`config.mk`:
```
export PLATFORM = sky130hd
export DESIGN_NAME = payload_char_feeder
export DESIGN_NICKNAME = d
export VERILOG_FILES = /design/src/rtl/payload_char_feeder.sv
export SDC_FILE = /design/constraint.sdc
export NUM_CORES = 1
export LEC_CHECK = 0
export ABC_CLOCK_PERIOD_IN_PS = 5900
export CAP_MARGIN = 20
export CORE_MARGIN = 2
export CORE_UTILIZATION = 35
export CTS_CLUSTER_DIAMETER = 30
export DETAILED_ROUTE_END_ITERATION = 10
export HOLD_SLACK_MARGIN = 0.15
export PLACE_DENSITY = 0.73
export SYNTH_ARGS = -nofsm -noshare
export SYNTH_HDL_FRONTEND = slang
export SYNTH_HIERARCHICAL = 1
export SYNTH_SLANG_ARGS = --single-unit
```
`constraint.sdc`:
```
create_clock -name clk -period 5.9 [get_ports clk]
set_input_delay 1.77 -clock clk [delete_from_list [all_inputs] [get_ports clk]]
set_output_delay 1.77 -clock clk [all_outputs]
set_load 0.03 [all_outputs]
```
`src/rtl/payload_char_feeder.sv`:
```
// payload_char_feeder
//   Replays packet payload words one byte per cycle onto the character bus
//   shared by the regex match engines.
//
//   Ports
//     clk, rst_n            clock, asynchronous active-low reset
//     s_data/s_keep/s_last  payload word, contiguous byte-lane keep, last word
//     s_valid/s_ready       word handshake (accept on s_valid & s_ready)
//     pause                 holds byte replay (no en while held)
//     char/char_hot         current byte and its 256-line one-hot decode
//     en                    one engine step per payload byte
//     sod                   engine clear ahead of a packet's first byte
//     eop                   packet done; engine outputs valid this cycle
//
//   Every output is a register. The next-cycle values are worked out in one
//   combinational block and loaded together, so sod/en/eop can never overlap.

// One 16-line slice of the character decode; the upper nibble selects the
// slice, the lower nibble the line within it.
module char_hot_slice #(
  parameter logic [3:0] HI = 4'd0
) (
  input  logic [7:0]  char_val,
  input  logic        en,
  output logic [15:0] hot
);
  always_comb begin
    hot = '0;
    if (en && (char_val[7:4] == HI)) hot = 16'b1 << char_val[3:0];
  end
endmodule

module payload_char_feeder #(
  parameter int DATA_W = 64,
  parameter int KEEP_W = DATA_W / 8
) (
  input  logic              clk,
  input  logic              rst_n,
  input  logic [DATA_W-1:0] s_data,
  input  logic [KEEP_W-1:0] s_keep,
  input  logic              s_last,
  input  logic              s_valid,
  output logic              s_ready,
  input  logic              pause,
  output logic [7:0]        char,
  output logic [255:0]      char_hot,
  output logic              en,
  output logic              sod,
  output logic              eop
);

  localparam int IDX_W = (KEEP_W > 1) ? $clog2(KEEP_W) : 1;
  localparam int NB_W  = $clog2(KEEP_W + 1);

  // ST_FIN: last byte is on the bus, eop follows next cycle.
  // ST_WAIT: also covers the cycle the final lane of a non-last word is on
  // the bus, which is exactly when s_ready must be high for a gapless reload.
  localparam logic [2:0] ST_IDLE   = 3'd0;
  localparam logic [2:0] ST_SOD    = 3'd1;
  localparam logic [2:0] ST_STREAM = 3'd2;
  localparam logic [2:0] ST_WAIT   = 3'd3;
  localparam logic [2:0] ST_FIN    = 3'd4;
  localparam logic [2:0] ST_EOP    = 3'd5;

  // Lanes below the first zero of keep; anything above a hole is ignored.
  function automatic logic [NB_W-1:0] run_len(input logic [KEEP_W-1:0] k);
    logic            stop;
    logic [NB_W-1:0] n;
    stop = 1'b0;
    n    = '0;
    for (int i = 0; i < KEEP_W; i++) begin
      if (!stop) begin
        if (k[i]) n = n + NB_W'(1);
        else      stop = 1'b1;
      end
    end
    return n;
  endfunction

  // Holding register
  logic [KEEP_W-1:0][7:0] buf_data, buf_data_d;
  logic [NB_W-1:0]        buf_nb, buf_nb_d;
  logic                   buf_last, buf_last_d;
  logic [IDX_W-1:0]       idx, idx_d;
  logic [2:0]             st, st_d;

  logic                   s_ready_d, en_d, sod_d, eop_d;
  logic [7:0]             char_d;
  logic [15:0][15:0]      hot_d;

  logic [KEEP_W-1:0][7:0] in_lanes;
  logic [NB_W-1:0]        in_nb;
  logic                   acc;

  // Byte-step operand: either the held word or the word arriving this cycle
  logic                   step_go, use_in;
  logic [KEEP_W-1:0][7:0] cur_lanes;
  logic [NB_W-1:0]        cur_nb;
  logic                   cur_last;
  logic [IDX_W-1:0]       cur_idx;

  assign in_lanes = s_data;
  assign in_nb    = run_len(s_keep);
  assign acc      = s_valid & s_ready;

  always_comb begin
    st_d       = st;
    buf_data_d = buf_data;
    buf_nb_d   = buf_nb;
    buf_last_d = buf_last;
    idx_d      = idx;
    s_ready_d  = 1'b0;
    en_d       = 1'b0;
    sod_d      = 1'b0;
    eop_d      = 1'b0;
    char_d     = char;
    step_go    = 1'b0;
    use_in     = 1'b0;

    case (st)
      ST_IDLE: begin
        if (acc) begin
          buf_data_d = in_lanes;
          buf_nb_d   = in_nb;
          buf_last_d = s_last;
          idx_d      = '0;
          sod_d      = 1'b1;
          st_d       = ST_SOD;
        end else begin
          s_ready_d  = 1'b1;
        end
      end
      ST_SOD: begin
        if (buf_nb == '0) begin
          eop_d = 1'b1;
          st_d  = ST_EOP;
        end else begin
          step_go = 1'b1;
        end
      end
      ST_STREAM: step_go = 1'b1;
      ST_WAIT: begin
        if (acc) begin
          buf_data_d = in_lanes;
          buf_nb_d   = in_nb;
          buf_last_d = s_last;
          if (in_nb != '0) begin
            step_go = 1'b1;
            use_in  = 1'b1;
          end else if (s_last) begin
            eop_d = 1'b1;
            st_d  = ST_EOP;
          end else begin
            // empty non-last word: swallow it and keep waiting
            s_ready_d = 1'b1;
          end
        end else begin
          s_ready_d = 1'b1;
        end
      end
      ST_FIN: begin
        // pause is deliberately ignored here
        eop_d = 1'b1;
        st_d  = ST_EOP;
      end
      ST_EOP: begin
        s_ready_d = 1'b1;
        st_d      = ST_IDLE;
      end
      default: st_d = ST_IDLE;
    endcase

    cur_lanes = use_in ? in_lanes : buf_data;
    cur_nb    = use_in ? in_nb    : buf_nb;
    cur_last  = use_in ? s_last   : buf_last;
    cur_idx   = use_in ? '0       : idx;

    if (step_go) begin
      if (pause) begin
        idx_d = cur_idx;
        st_d  = ST_STREAM;
      end else begin
        en_d   = 1'b1;
        char_d = cur_lanes[cur_idx];
        if (NB_W'(cur_idx) + NB_W'(1) == cur_nb) begin
          if (cur_last) begin
            st_d = ST_FIN;
          end else begin
            s_ready_d = 1'b1;
            st_d      = ST_WAIT;
          end
        end else begin
          idx_d = cur_idx + IDX_W'(1);
          st_d  = ST_STREAM;
        end
      end
    end
  end

  for (genvar g = 0; g < 16; g++) begin : g_hot
    char_hot_slice #(.HI(4'(g))) u_slice (
      .char_val (char_d),
      .en       (en_d),
      .hot      (hot_d[g])
    );
  end

  always_ff @(posedge clk or negedge rst_n) begin
    if (!rst_n) begin
      st       <= ST_IDLE;
      buf_data <= '0;
      buf_nb   <= '0;
      buf_last <= 1'b0;
      idx      <= '0;
      s_ready  <= 1'b0;
      en       <= 1'b0;
      sod      <= 1'b0;
      eop      <= 1'b0;
      char     <= '0;
      char_hot <= '0;
    end else begin
      st       <= st_d;
      buf_data <= buf_data_d;
      buf_nb   <= buf_nb_d;
      buf_last <= buf_last_d;
      idx      <= idx_d;
      s_ready  <= s_ready_d;
      en       <= en_d;
      sod      <= sod_d;
      eop      <= eop_d;
      char     <= char_d;
      char_hot <= hot_d;
    end
  end

endmodule

```
**PDN straps and rails**

Pins as bars on the die edge. Tap cells in gray.
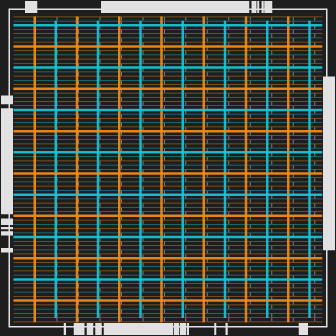
VSS -> orange
VDD -> cyan
rows = 72
tap cells = 518
met5 straps = 14
signal pins = 345
met1 rails = 73

**Cells colored by class**

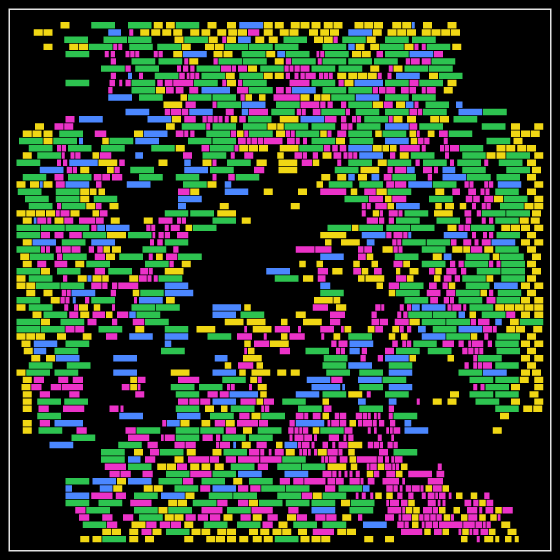
registers -> green  # cells 343, share of their area 40%
remaining buffers and delay cells -> yellow  # cells 499, share of their area 23%
clock drivers and dummy loads -> blue  # cells 133, share of their area 12%
remaining logic cells -> magenta  # cells 679, share of their area 25%
end-of-flow core utilization: 57.43%
share of cell area taken by flip-flops and latches: 38.49%
Design Area, Final: 22,300 µm²

==> notes.md <==
Implementation summary

The run finished with clean final reports. The worst setup path is captured at a flop. Per the OpenROAD floorplan log, the height of the die is 202.9 µm.

The worst register-to-register path ends at char_hot[196]. In this run the worst path has a maximum fanout of 11. After floorplanning, the core was sized to cover 38,830 µm². The clock tree has to reach 343 sinks.

The number of standard cells reported by yosys is 1,073. The number of synthesized register bits is 343. The category of the critical setup timing path is in -> reg. The timing report shows the most common cell along the critical path to be buf_4.

During placement, the flow inserted port buffers numbering 344. The launch instance of the worst register-to-register path is buf_nb[1]. The synthesized instance count is 1,073. Setup repair after global routing could not meet its margin everywhere.

The routed design shows a wire length per standard cell of 20.33 µm. The area recorded from the Yosys report for this design is 13,850 µm². The leakage power is 9.243 nW. The tree is rooted in a clkbuf_16. Per the skew report, the later register of the worst-skew pair sees a clock latency of 0.57 ns. The share of the core filled by cells before placement is 35.66%. Entering global routing, the biggest net connects 143 pins.

The number of clock buffers added by TritonCTS is 73. The TritonCTS clock tree is yes. In this run the worst hold path is classified as reg -> reg. The total number of warnings across the stage logs is 33. Summed over all nets, the switching power comes to 0.004336 W.
==> cells in the final DEF, fill, tap and decap left out, drive strengths merged, types with 22 or more instances in the layout <==
cell type and n:
nor3 211, nor4 50, nor2 32, clkdlybuf4s50 340
nand2 43, mux2 66, clkbuf 95, nand2b 31
buf 157, nand4b 22, dfrtp 343
==> flip-flops by register name, summed over array words and instances, names as in the netlist <==
signal / cells
buf_data: 64
buf_last: 1
buf_nb: 4
char: 8
char_hot: 256
en: 1
eop: 1
idx: 3
s_ready: 1
sod: 1
st: 3
==> synthesized netlist by cell type (all sizes together) (4+ instances only) <==
master and count:
clkbuf 10, or3b 17, nand4b 22, or2 9, and2 4, mux2i 14
a21oi 18, o21ai 15, nand4bb 12, inv 10, nor2b 4, nor2 32
or4bb 6, nand3 11, nand3b 19, mux4 16, buf 44, ha 4
nand2 43, nand2b 31, mux2 66, dfrtp 343, nand4 14, or3 7
nor3 211, nor4 50
==> power groups by stage <==
stage | Sequential (W) | Combinational [W] | Clock, W
after floorplan | 0.00293 | 0.00262 | 0
after global placement | 0.00292 | 0.00436 | 0
after detailed placement | 0.00293 | 0.00445 | 0
after CTS | 0.00290 | 0.00477 | 0.00429
after global routing | 0.00294 | 0.00533 | 0.00443
final | 0.00290 | 0.00497 | 0.00423
==> cells by family (layout without fill, tap and decap cells) <==
| family | count (synthesis) | in the layout | synth area share, % |
|---|---|---|---|
| XOR/XNOR | 6 | 6 | 0.4789 |
| multiplexers | 96 | 96 | 8.982 |
| buffers and inverters | 65 | 643 | 3.163 |
| adder cells (fa/ha/maj) | 4 | 4 | 0.3614 |
| AND/OR/NAND/NOR | 500 | 503 | 22.11 |
| flip-flops | 343 | 343 | 61.99 |
| AND-OR/OR-AND | 59 | 59 | 2.919 |
==> worst max path at each step <==
stage	endpoint	cells after the start	startpoint	slack (ns)
finish	char_hot[3]	25	s_keep[1]	0.13
detailed placement	char_hot[168]	24	s_keep[1]	-1.15
CTS	char_hot[1]	24	s_keep[0]	-0.07
global route	char_hot[178]	27	s_keep[1]	-0.04
floorplan	char_hot[2]	21	s_keep[1]	-0.75
global placement	char_hot[195]	24	s_keep[1]	-1.00
==> per-layer routing <==
| metal | global-route usage, % | part of all wire (%) | vias to the layer above |
|---|---|---|---|
| met5 | 0 | 0 | - |
| met4 | 9.724 | 4.6 | 0 |
| met3 | 5.554 | 6.0 | 111 |
| met2 | 33.68 | 47 | 383 |
| met1 | 27.61 | 42 | 5615 |
| li1 | - | - | 5045 |
==> layout make-up <==
type                    instances  area, µm²
fillers                      3092      16530
clock inverters                40      519.2
repair buffers                499       4970
well taps                     518      648.1
multi-input cells             668       5451
flip-flops and latches        343       8583
inverters                      11      50.05
clock buffers                  93       2077
==> metrics by stage <==
stage,cells,instance area (µm²),TNS [ns],hold slack [ns],setup WS (ns)
after CTS,2160,22000,-0.2180,0.5029,-0.06891
after global routing,2172,22300,-0.1328,0.5152,-0.03737
final,2172,22300,0,0.4999,0.1313
after global placement,2011,18990,-220.70,0.4861,-1.004
after detailed placement,2011,18990,-247.14,0.4930,-1.146
after floorplan,1073,13990,-151.65,0.4752,-0.7539
Power figures rest on the tool's default switching activity, not on a simulated workload.
